Design pc_fetch, sky130hd; sources not shown.
run_1/clock_map.png
Bar = 20 microns.
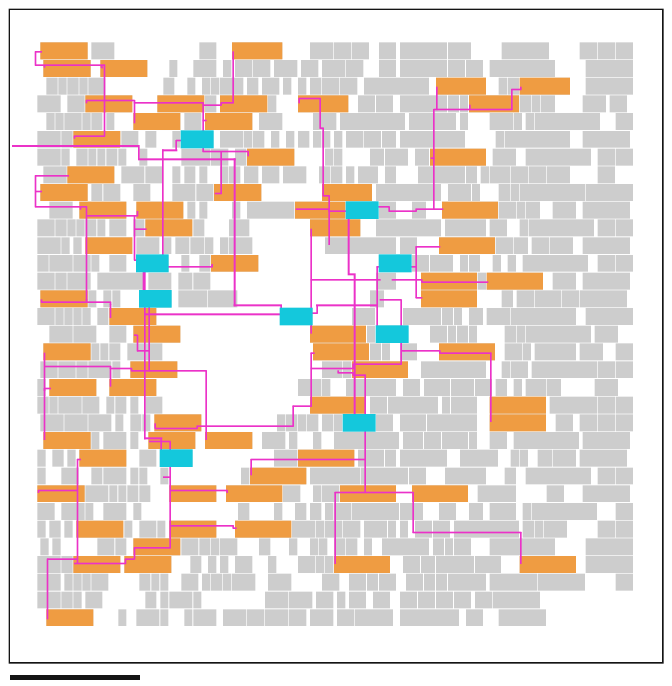
legend:
  cells driving clock nets:
    colour: cyan
    count: 9
  clock wires:
    colour: magenta
    length: 871 microns
  flip-flops:
    colour: orange
    count: 67
routed clock nets: 10
total clock network power: 1.05 mW
power share of the clock group: 24.8%
Insertion Delay late pin: 0.33 ns

run_1/pins.png
Pins as bars across the die edge, other pins in grey.
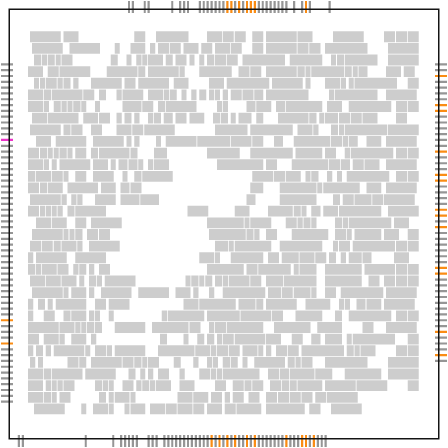
legend:
  imem_req_valid:
    colour: magenta
    pins: 1
    direction: output
    edge: left
  imem_addr:
    colour: orange
    pins: 32
    direction: output
    edge: 13 right, 10 bottom, 7 top, 2 left
all pins by edge: 59 left, 54 bottom, 52 right, 36 top
die span in x: 100.1 microns
die y size: 100.1 microns
count of buffers from port buffering: 191

run_1/cell_classes.png
Fill, decap, tap and diode cells in grey.
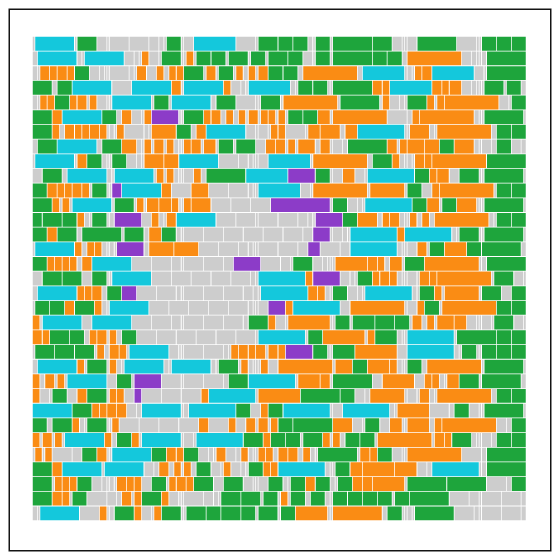
legend:
  clock drivers and dummy loads:
    colour: purple
    cells: 16
  all other logic:
    colour: orange
    cells: 296
  flip-flops:
    colour: cyan
    cells: 67
  other buffers and delay cells:
    colour: green
    cells: 227
core occupancy in the finished layout: 74.74%
cell area after layout: 6141 sq um

==> results.sh, run 1 <==
# flow metrics
export IMPL_run_status="finished with violations"
export IMPL_violations="setup timing"
export IMPL_clkTransAtPathRegs_ns=0.08
export IMPL_openroad_warnings=32
export IMPL_vias=3493
export IMPL_grt_max_degree=68
export IMPL_layout_worst_path_cycle_share_pct=113.1
export IMPL_finalWorstSetupSlack_ns=-0.2756
export IMPL_yosys_cell_types_count=27
export IMPL_worst_r2r_cell_count=6
export IMPL_setup_repair_after_global_routing_missed_its_margin="yes"
export IMPL_final_min_clock_period_ns=2.376
export IMPL_mostFrequentLayoutCells="sky130_fd_sc_hd__nand2_1, sky130_fd_sc_hd__buf_4, sky130_fd_sc_hd__a21oi_1"
export IMPL_synth_yosys_warnings=0
export IMPL_grt_total_usage_pct=20.31
export IMPL_share_of_post_route_cells_with_drive_strength_above_1_pct=42.74
export IMPL_critPathSlowestCell="sky130_fd_sc_hd__dfxtp_4"
export IMPL_final_nets=674
export IMPL_timing_fmax_mhz=420.9
export IMPL_synth_sequential_area_ratio_pct=41.61
export IMPL_antenna_cells=0
export IMPL_critical_path_required_ns=1.74
export IMPL_gr_total_overflow=0
export IMPL_synthCells=416
export IMPL_final_setup_viol_count=21
export IMPL_drt_iter0_drc=104
export IMPL_top_cell_area_share_pct=41.61
## run 1: power by group
group | switching, mW | leakage [nW] | internal [mW]
clock network | 0.502 | 0.101 | 0.546
logic | 1.29 | 1.94 | 0.467
registers | 0.0706 | 0.563 | 1.36
total | 1.86 | 2.60 | 2.37
## run 1: synth_stat cells (all sizes together)
library cell and instances:
a21oi 67, buf 40, nand3 14, clkbuf 19, xnor2 24, ha 4
dfxtp 67, inv 5, nor2 9, nand2 133, nand2b 1, nor4 2
nor2b 3, mux2i 2, o21bai 2, xor2 4, nand4 7, or3 1
or2 1, and3 5, and4 4, and2 1, conb 1
## run 1: layout make-up
type / instances / share of cell area, %
Clock buffer: 9 / 2.017
Sequential cell: 67 / 23.29
Clock inverter: 7 / 1.141
Timing Repair Buffer: 227 / 36.86
Multi-Input combinational cell: 291 / 34.25
Inverter: 5 / 0.3056
Tap cell: 105 / 2.139
## run 1: cell families after synthesis
group           synth area share (%)
simple gates                   25.78
compound gates                 10.87
flops                          41.62
buf+inv                        11.84
xor+xnor                       7.609
fa+ha+maj                      1.553
mux                           0.6211
other cells                   0.1163
## run 1: routing by layer
layer | part of all wire, % | up-vias | wire [microns] | track usage [%]
met1 | 36 | 1625 | 3850 | 22.22
met3 | 9.1 | 22 | 978 | 6.115
met5 | 0 | - | 0 | 0
li1 | - | 1684 | - | -
met4 | 2.3 | 0 | 245 | 6.943
met2 | 53 | 162 | 5706 | 37.20
## run 1: critical path, delay by kind of cell, from the launching register on
family                    cells  cell delay (ns)
and+or+nand+nor               3             0.85
DFF                           1             0.39
xor gates and xnor gates      1             0.24
buffers and inverters         1             0.19
run_1/metal_stack.png
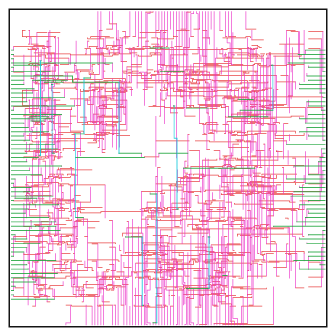

==> run 2, diff against run 1 <==
- CORE_ASPECT_RATIO: default -> 0.7
run_2/metal_stack.png
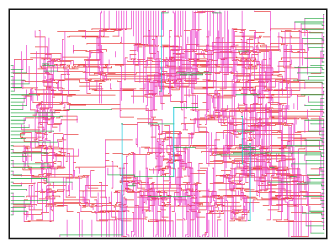
legend:
  met2:
    colour: magenta
    wire_length: 6120 microns
  met3:
    colour: green
    wire_length: 817 microns
  met4:
    colour: cyan
    wire_length: 143 microns
  met1:
    colour: red
    wire_length: 4610 microns
Vias: 3512
wirelength, routed: 11680 microns
Avg WL per Cell: 16.36 microns
total global routing track utilization: 20.87%

==> results.sh, run 2 <==
# flow metrics
export IMPL_run_status="finished with violations"
export IMPL_violations="setup timing"
export IMPL_timing_fmax_mhz=422.0
export IMPL_die_height_microns=85.06
export IMPL_final_nets=681
export IMPL_h_tree_depth=3
export IMPL_openroad_warnings=32
export IMPL_synth_sequential_area_ratio_pct=41.61
export IMPL_ff_type="sky130_fd_sc_hd__dfxtp_1"
export IMPL_final_setup_viol_count=21
export IMPL_finalWorstSetupSlack_ns=-0.2698
export IMPL_synth_yosys_warnings=0
export IMPL_core_occupancy_in_the_finished_layout_pct=78.06
export IMPL_setup_repair_after_global_routing_missed_its_margin="yes"
export IMPL_yosys_cell_types_count=27
export IMPL_power_share_of_the_combinational_group_pct=39.3
export IMPL_gr_total_overflow=0
export IMPL_worst_skew_pair_late_latency_ns=0.33
export IMPL_power_clock_fraction_pct=28.8
export IMPL_layout_worst_path_cycle_share_pct=112.8
export IMPL_clkTransAtPathRegs_ns=0.08
export IMPL_synthCells=416
export IMPL_design_die_area_sq_um=10040
export IMPL_yosysMostFrequentCell="sky130_fd_sc_hd__nand2_1"
export IMPL_power_internal_mw=2.612
export IMPL_grt_max_degree=42
export IMPL_total_switching_power_mw=1.856
export IMPL_setup_total_negative_slack_ns=-3.797
export IMPL_edf_count=0
export IMPL_top_cells_by_count="sky130_fd_sc_hd__nand2_1, sky130_fd_sc_hd__a21oi_1, sky130_fd_sc_hd__dfxtp_1"
export IMPL_die_w_microns=118.1
export IMPL_final_min_clock_period_ns=2.370
export IMPL_critical_path_required_ns=1.74
export IMPL_share_of_post_route_cells_with_drive_strength_above_1_pct=43.39
export IMPL_drt_iter0_drc=164
export IMPL_swShare_pct=41.54
[run 2: metal layers]
metal  vias to the layer above  routed length [microns]  track usage [%]
li1                       1700                        -                -
met2                       160                     6118            38.26
met5                         -                        0                0
met1                      1640                     4605            24.18
met4                         0                      142            4.468
met3                        12                      816            6.329
[run 2: power by group through the flow]
stage / Sequential (mW) / Clock (mW) / Combinational, mW
after detailed placement: 1.46 / 0 / 1.75
after global placement: 1.45 / 0 / 1.72
final: 1.43 / 1.29 / 1.75
after floorplan: 2.14 / 0 / 0.627
after global routing: 1.44 / 1.37 / 1.83
after CTS: 1.43 / 1.31 / 1.75
[run 2: area by class of cell]
type	instances	area share, %
Clock buffer	9	1.974
Multi-Input combinational cell	291	33.77
Timing Repair Buffer	234	37.24
Sequential cell	67	22.87
Tap cell	101	2.014
Clock inverter	7	1.834
Inverter	5	0.2990
[run 2: logic make-up after synthesis]
| kind of cell | share of synthesized area [%] |
|---|---|
| mux | 0.6211 |
| simple gates | 25.78 |
| compound gates | 10.87 |
| xor+xnor | 7.609 |
| flops | 41.62 |
| fa+ha+maj | 1.553 |
| buf+inv | 11.84 |
| other cells | 0.1163 |
[run 2: worst max-delay path, stage by stage, from the launching register on]
cell	delay [ns]
sky130_fd_sc_hd__dfxtp_4	0.36
sky130_fd_sc_hd__nand4_4	0.13
sky130_fd_sc_hd__nor4_4	0.36
sky130_fd_sc_hd__buf_6	0.19
sky130_fd_sc_hd__nand4_1	0.21
sky130_fd_sc_hd__xnor2_4	0.24
sky130_fd_sc_hd__buf_12	0.19
[run 2: through the flow]
step | instance area [sq um] | instances
2_1_floorplan | 3822 | 422
3_3_place_gp | 5783 | 680
3_5_place_dp | 5783 | 680
4_1_cts | 6022 | 696
5_1_grt | 6276 | 714
6_report | 6276 | 714
Power figures rest on the tool's default switching activity, not on a simulated workload.
